--- config.mk ---
export PLATFORM = sky130hd
export DESIGN_NAME = slave_module
export DESIGN_NICKNAME = d
export VERILOG_FILES = /design/src/rtl/slave_module.sv
export SDC_FILE = /design/constraint.sdc
export NUM_CORES = 1
export LEC_CHECK = 0
export ABC_AREA = 1
export CORE_MARGIN = 3
export CORE_UTILIZATION = 56
export DETAILED_ROUTE_END_ITERATION = 6
export PLACE_DENSITY = 0.79
export SETUP_SLACK_MARGIN = 0.15
export SLEW_MARGIN = 25
export SYNTH_ARGS = -nofsm -noshare
export SYNTH_HDL_FRONTEND = slang
export SYNTH_SLANG_ARGS = --single-unit
export TNS_END_PERCENT = 1
--- constraint.sdc ---
create_clock -name clk -period 1.7 [get_ports clk]
set_input_delay 0.34 -clock clk [delete_from_list [all_inputs] [get_ports clk]]
set_output_delay 0.34 -clock clk [all_outputs]
set_load 0.05 [all_outputs]
--- src/rtl/slave_module.sv ---
// ---------------------------------------------------------------------------
// slave_module
// I2C target that bridges an external I2C bus to an 8-bit parallel CPU port.
// SCL and SDA are oversampled on clk through 2-FF synchronizers.
// Bytes written by the master appear on o_port.
// On a read, the byte on i_port is shifted out MSB first.
// SDA is open-drain: d_out = 0 pulls low, d_out = 1 releases the line.
// SCL is never stretched, so c_out is tied to 1.
//
// Optional build macro: GLITCH_FILTER_EN
//   Defined   : each synchronized input passes a 3-sample majority vote
//               before edge detection (bus event latency 5 clk).
//   Undefined : no filter (bus event latency 3 clk).
// ---------------------------------------------------------------------------
module slave_module #(
    parameter logic [6:0] ADDR = 7'h3C
) (
    input  logic       clk,
    input  logic       rst,
    input  logic       d_in,
    output logic       d_out,
    input  logic       c_in,
    output logic       c_out,
    output logic [7:0] o_port,
    input  logic [7:0] i_port
);

    typedef enum logic [2:0] {
        S_IDLE     = 3'd0,
        S_ADDR     = 3'd1,
        S_ADDR_ACK = 3'd2,
        S_WR       = 3'd3,
        S_WR_ACK   = 3'd4,
        S_RD       = 3'd5,
        S_RD_ACK   = 3'd6,
        S_IGNORE   = 3'd7
    } state_t;

    // Channel 0 carries SDA and channel 1 carries SCL.
    // Both channels share the same conditioning chain.
    logic [1:0] w_raw;
    logic [1:0] w_cur;
    logic [1:0] r_prev;

    assign w_raw = {c_in, d_in};

    genvar gi;
    generate
        for (gi = 0; gi < 2; gi = gi + 1) begin : g_chan
            logic r_meta;
            logic r_sync;

            // Two-flop synchronizer; resets to the idle (released, high) bus level.
            always_ff @(posedge clk or posedge rst) begin
                if (rst) begin
                    r_meta <= 1'b1;
                    r_sync <= 1'b1;
                end else begin
                    r_meta <= w_raw[gi];
                    r_sync <= r_meta;
                end
            end

`ifdef GLITCH_FILTER_EN
            logic [2:0] r_hist;

            // Three-sample history; a majority vote rejects single-clk pulses.
            always_ff @(posedge clk or posedge rst) begin
                if (rst) begin
                    r_hist <= 3'b111;
                end else begin
                    r_hist <= {r_hist[1:0], r_sync};
                end
            end

            assign w_cur[gi] = (r_hist[0] & r_hist[1]) |
                               (r_hist[0] & r_hist[2]) |
                               (r_hist[1] & r_hist[2]);
`else
            assign w_cur[gi] = r_sync;
`endif

            // Previous conditioned sample, used for edge detection.
            always_ff @(posedge clk or posedge rst) begin
                if (rst) begin
                    r_prev[gi] <= 1'b1;
                end else begin
                    r_prev[gi] <= w_cur[gi];
                end
            end
        end
    endgenerate

    logic w_sda;
    logic w_scl_rise;
    logic w_scl_fall;
    logic w_scl_stable_high;
    logic w_start;
    logic w_stop;

    assign w_sda             = w_cur[0];
    assign w_scl_rise        =  w_cur[1] & ~r_prev[1];
    assign w_scl_fall        = ~w_cur[1] &  r_prev[1];
    // START/STOP need SCL high in both the previous and current sample.
    // An SDA change in the same sample as an SCL change is a data edge.
    assign w_scl_stable_high =  w_cur[1] &  r_prev[1];
    assign w_start           =  r_prev[0] & ~w_sda & w_scl_stable_high;
    assign w_stop            = ~r_prev[0] &  w_sda & w_scl_stable_high;

    // FSM state and datapath registers.
    state_t     r_state;
    logic [3:0] r_bit_cnt;
    logic [7:0] r_shift;
    logic       r_rw;
    logic       r_phase;    // ACK states: set once the ACK bit is on the bus / master ACK seen
    logic       r_wr_load;  // one-clk delayed strobe that copies a complete byte to o_port
    logic       r_d_out;
    logic [7:0] r_o_port;

    state_t     w_state_next;
    logic [3:0] w_bit_cnt_next;
    logic [7:0] w_shift_next;
    logic       w_rw_next;
    logic       w_phase_next;
    logic       w_wr_load_next;
    logic       w_d_out_next;
    logic [7:0] w_o_port_next;

    // State register plus all datapath registers; reset releases the bus at once.
    always_ff @(posedge clk or posedge rst) begin
        if (rst) begin
            r_state   <= S_IDLE;
            r_bit_cnt <= 4'd0;
            r_shift   <= 8'h00;
            r_rw      <= 1'b0;
            r_phase   <= 1'b0;
            r_wr_load <= 1'b0;
            r_d_out   <= 1'b1;
            r_o_port  <= 8'h00;
        end else begin
            r_state   <= w_state_next;
            r_bit_cnt <= w_bit_cnt_next;
            r_shift   <= w_shift_next;
            r_rw      <= w_rw_next;
            r_phase   <= w_phase_next;
            r_wr_load <= w_wr_load_next;
            r_d_out   <= w_d_out_next;
            r_o_port  <= w_o_port_next;
        end
    end

    // Next-state and datapath logic; START/STOP override every state.
    always_comb begin
        w_state_next   = r_state;
        w_bit_cnt_next = r_bit_cnt;
        w_shift_next   = r_shift;
        w_rw_next      = r_rw;
        w_phase_next   = r_phase;
        w_wr_load_next = 1'b0;
        w_d_out_next   = r_d_out;
        w_o_port_next  = r_o_port;

        // A completed write byte lands on o_port one clk after its 8th rising edge.
        if (r_wr_load) begin
            w_o_port_next = r_shift;
        end

        if (w_start) begin
            w_state_next   = S_ADDR;
            w_bit_cnt_next = 4'd0;
            w_phase_next   = 1'b0;
            w_d_out_next   = 1'b1;
        end else if (w_stop) begin
            w_state_next   = S_IDLE;
            w_bit_cnt_next = 4'd0;
            w_phase_next   = 1'b0;
            w_d_out_next   = 1'b1;
        end else begin
            case (r_state)
                S_IDLE: begin
                    w_d_out_next = 1'b1;
                end

                S_ADDR: begin
                    if (w_scl_rise) begin
                        w_shift_next = {r_shift[6:0], w_sda};
                        if (r_bit_cnt == 4'd7) begin
                            w_bit_cnt_next = 4'd0;
                            // The first seven bits received are the address; the eighth is R/W.
                            if (r_shift[6:0] == ADDR) begin
                                w_rw_next    = w_sda;
                                w_phase_next = 1'b0;
                                w_state_next = S_ADDR_ACK;
                            end else begin
                                w_state_next = S_IGNORE;
                            end
                        end else begin
                            w_bit_cnt_next = r_bit_cnt + 4'd1;
                        end
                    end
                end

                S_ADDR_ACK, S_WR_ACK: begin
                    if (w_scl_fall) begin
                        if (!r_phase) begin
                            // Pull SDA low for the whole 9th clock.
                            w_d_out_next = 1'b0;
                            w_phase_next = 1'b1;
                        end else begin
                            w_phase_next   = 1'b0;
                            w_bit_cnt_next = 4'd0;
                            if ((r_state == S_WR_ACK) || !r_rw) begin
                                w_d_out_next = 1'b1;
                                w_state_next = S_WR;
                            end else begin
                                w_shift_next = i_port;
                                w_d_out_next = i_port[7];
                                w_state_next = S_RD;
                            end
                        end
                    end
                end

                S_WR: begin
                    if (w_scl_rise) begin
                        w_shift_next = {r_shift[6:0], w_sda};
                        if (r_bit_cnt == 4'd7) begin
                            w_bit_cnt_next = 4'd0;
                            w_wr_load_next = 1'b1;
                            w_phase_next   = 1'b0;
                            w_state_next   = S_WR_ACK;
                        end else begin
                            w_bit_cnt_next = r_bit_cnt + 4'd1;
                        end
                    end
                end

                S_RD: begin
                    if (w_scl_fall) begin
                        if (r_bit_cnt == 4'd7) begin
                            // All eight bits have been presented; free SDA for the master's ACK.
                            w_d_out_next   = 1'b1;
                            w_bit_cnt_next = 4'd0;
                            w_phase_next   = 1'b0;
                            w_state_next   = S_RD_ACK;
                        end else begin
                            w_shift_next   = {r_shift[6:0], 1'b0};
                            w_d_out_next   = r_shift[6];
                            w_bit_cnt_next = r_bit_cnt + 4'd1;
                        end
                    end
                end

                S_RD_ACK: begin
                    if (w_scl_rise && !r_phase) begin
                        if (!w_sda) begin
                            w_phase_next = 1'b1;
                        end else begin
                            w_d_out_next = 1'b1;
                            w_state_next = S_IGNORE;
                        end
                    end else if (w_scl_fall && r_phase) begin
                        // The master ACKed, so capture a fresh i_port byte and present its MSB.
                        w_shift_next   = i_port;
                        w_d_out_next   = i_port[7];
                        w_bit_cnt_next = 4'd0;
                        w_phase_next   = 1'b0;
                        w_state_next   = S_RD;
                    end
                end

                S_IGNORE: begin
                    w_d_out_next = 1'b1;
                end

                default: begin
                    w_state_next = S_IDLE;
                    w_d_out_next = 1'b1;
                end
            endcase
        end
    end

    assign d_out  = r_d_out;
    assign c_out  = 1'b1;
    assign o_port = r_o_port;

endmodule

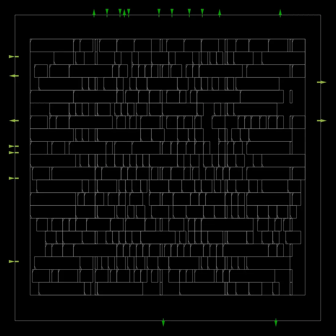
*Placed standard cells*
fraction of area in registers: 31.95%
tap cell count: 44
Util after Layout: 82.56%

==> summary.txt <==
impl run done, here's what came out: status=finished, final reports clean, min Tclk post-route=1645 ps, slack of the critical path=55.18 ps, slowest CP cell=dfstp_2, main logic family after synthesis=simple AND/OR/NAND/NOR gates, cell mode on critical path=buf_6, unrepaired setup endpoints after global routing=yes, Top cells excl fill/tap=nand2_1 (78), buf_4 (28), nor2_1 (25), top-area cell type share of the netlist area=33.44%, Ys Warns=0, combinational power share=59.0%, Chip Width=64.95 um, Seq pwr share=27.5%, EDFF count, synth=0, I/O Pins=22, syn_nets=280, DP Area=2276 um^2, vias in the first global route=1871, initial antenna violation count=0, Synth Area in Compound Gates=5.338%, met3 wirelength from detailed routing=337 um, Maximum Capacitance Violations=0, fin area=2624 um^2, yosys simple share=40.26%, FILL cells=210, sequential logic power=1240 uW, power share of the clock group=13.5%, Critical Path Sink Type=flip-flop, DR WL/cell=14.22 um, worst hold slack=368.4 ps, Reg2Reg Setup Slack=60 ps, met1 wire length=2.109 mm, Top pwr grp=combinational logic, Remaining DRCs=0, top-count cell post-synth=nand2_1, largest net degree at the start of global routing=34, vias post-DR=1985, # hold bufs at CTS=0, worst r2r src=g_chan[1].r_sync$_DFF_PP1_, Highest Clock Rate=0.6080 GHz, n_diodes=0, vias per cell=5.453, met2 routed WL=2.562 mm, worst hold stages=0, mean area per synthesized cell=7.287 um^2, CP Data Arrival Time=1920 ps, Worst path max stage delay=610 ps, first-pass GRT wire length=8.404 mm, TritonCTS clock tree=yes, crit path launch=g_chan[1].r_sync$_DFF_PP1_, Clock Path Buffers=2, DIE AREA=4218 um^2, critical path class=reg2reg, # clock sinks=33, Worst VDD drop=962.8 uV, GR peak layer=met2, Pre-antenna DRT Iters=6, post-synthesis mux area share=3.473%, Adder Share, Synth=0.6431%, Top Metal Used=met4, Hold Crit Class=reg2reg, ys async rst share=100.0%, Synth cell types=28, cells on worst reg2reg path=9, Worst Hold Endpoint=g_chan[1].r_sync$_DFF_PP1_, Setup crit start kind=flip-flop, CTS HTree Levels=2, max-slew violations=0, Tot Pwr=4501 uW, Insertion Delay late pin=330 ps, Top cell excl fill/tap=nand2_1, crit path cell chain=buf_6, nand4_4, buf_6, nand4_1, nand2_1, inv_2, buf_6, nand3_1, nand2_1, ys flops=33, Core Box Area=3178 um^2, final RePlAce weighted congestion=0.9353, synthesized instance count=267, P_leak=0.001371 uW, TNS Setup=0 ps, Die Y=64.95 um, clock skew=4.169 ps, Cell area leaders=dfrtp_1 (33%), nand2_1 (17%), dfstp_2 (9.5%), Initial Util=61.22%, Resize count post-CTS=31, comb pwr=2660 uW, worst-path fanout max=6, Worst Path Required=1980 ps, gr usage total=26.07%, layout cells sized above 1=33.13%, internal power=2384 uW, ys cells=267, DRT iter0 DRCs=138, P per Cell Area=1716 nW/um^2, final cell count without fillers=364, tool warnings=28, capture point of the worst reg-to-reg path=r_state[2]$_DFFE_PP0P_, Commonest cells post-synth=nand2_1 (87), nor2_1 (33), dfrtp_1 (26), inv_1 (25), nand3_1 (25), FP Rows=20, Yosys top cell by area=dfrtp_1, ANT nets after route=0, Post-CTS Setup Bufs=10, main flop type after synthesis=dfrtp_1, TritonCTS Buffers=5, Chip Area, Yosys=1946 um^2, switching pwr=2117 uW, met3 track demand over resource=7.452%, met1 Usage GRT=32.66%, Power Clock=609 uW, switching portion of total power=47.03%, Area Overhead vs Synth=34.86%, Post-DP HPWL=3.473 mm, XOR/XNOR Area Share=0.4502%, Cell Area, Synth=1946 um^2, Reg clk slew, reported paths=100 ps, hold_sp=g_chan[1].r_meta$_DFF_PP1_, Routed WL=5.175 mm, final net count=332, Worst Setup Slack post-DPL=-2.285 ps, cycle use final=96.75%, # setup viols final=0, CTS root buf=clkbuf_4, Placed Cells=341, Synth Seq Share=42.89%, Setup crit end=r_state[2]$_DFFE_PP0P_, total gr overflow=0, met2 GRT Util=41.00%, Hold Fails Final Rpt=0, Buffers on Ports=20
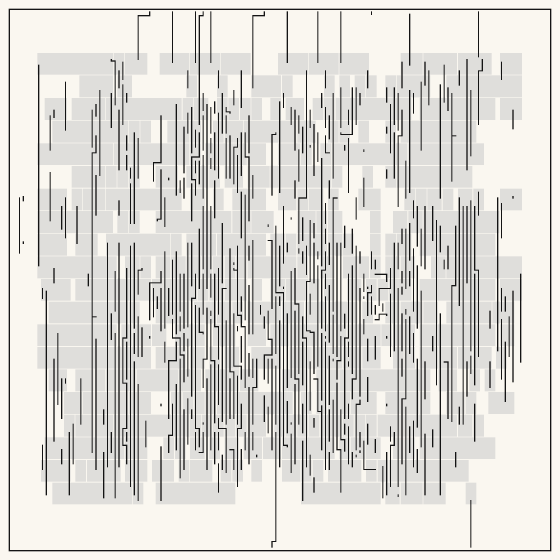
*Met2 routing*
Cells faint in the background.
The layer holds 50% of the routed length. The wires run mostly vertical. The longest straight run is 36.0 um.

## worst max-delay path: cells and delay by family, from the launching register on
kind | cells | cell delay [ps]
flip-flops | 1 | 610
buffers and inverters | 4 | 490
AND/OR/NAND/NOR | 5 | 490
## layout make-up
cell class | instances | area (um^2) | share of cell area, %
multi-input cells | 202 | 1096 | 41.77
flip-flops and latches | 33 | 838.3 | 31.95
repair buffers | 49 | 444.2 | 16.93
inverters | 28 | 105.1 | 4.006
clock buffers | 7 | 55.05 | 2.098
well taps | 44 | 55.05 | 2.098
clock inverters | 1 | 30.03 | 1.144
## state kept, by name, indices dropped and copies added (netlist names)
signal,cells
d_out,1
g_chan.r_meta,2
g_chan.r_sync,2
o_port,8
r_bit_cnt,4
r_phase,1
r_prev,2
r_rw,1
r_shift,8
r_state,3
r_wr_load,1
Power and IR drop assume default switching activity.
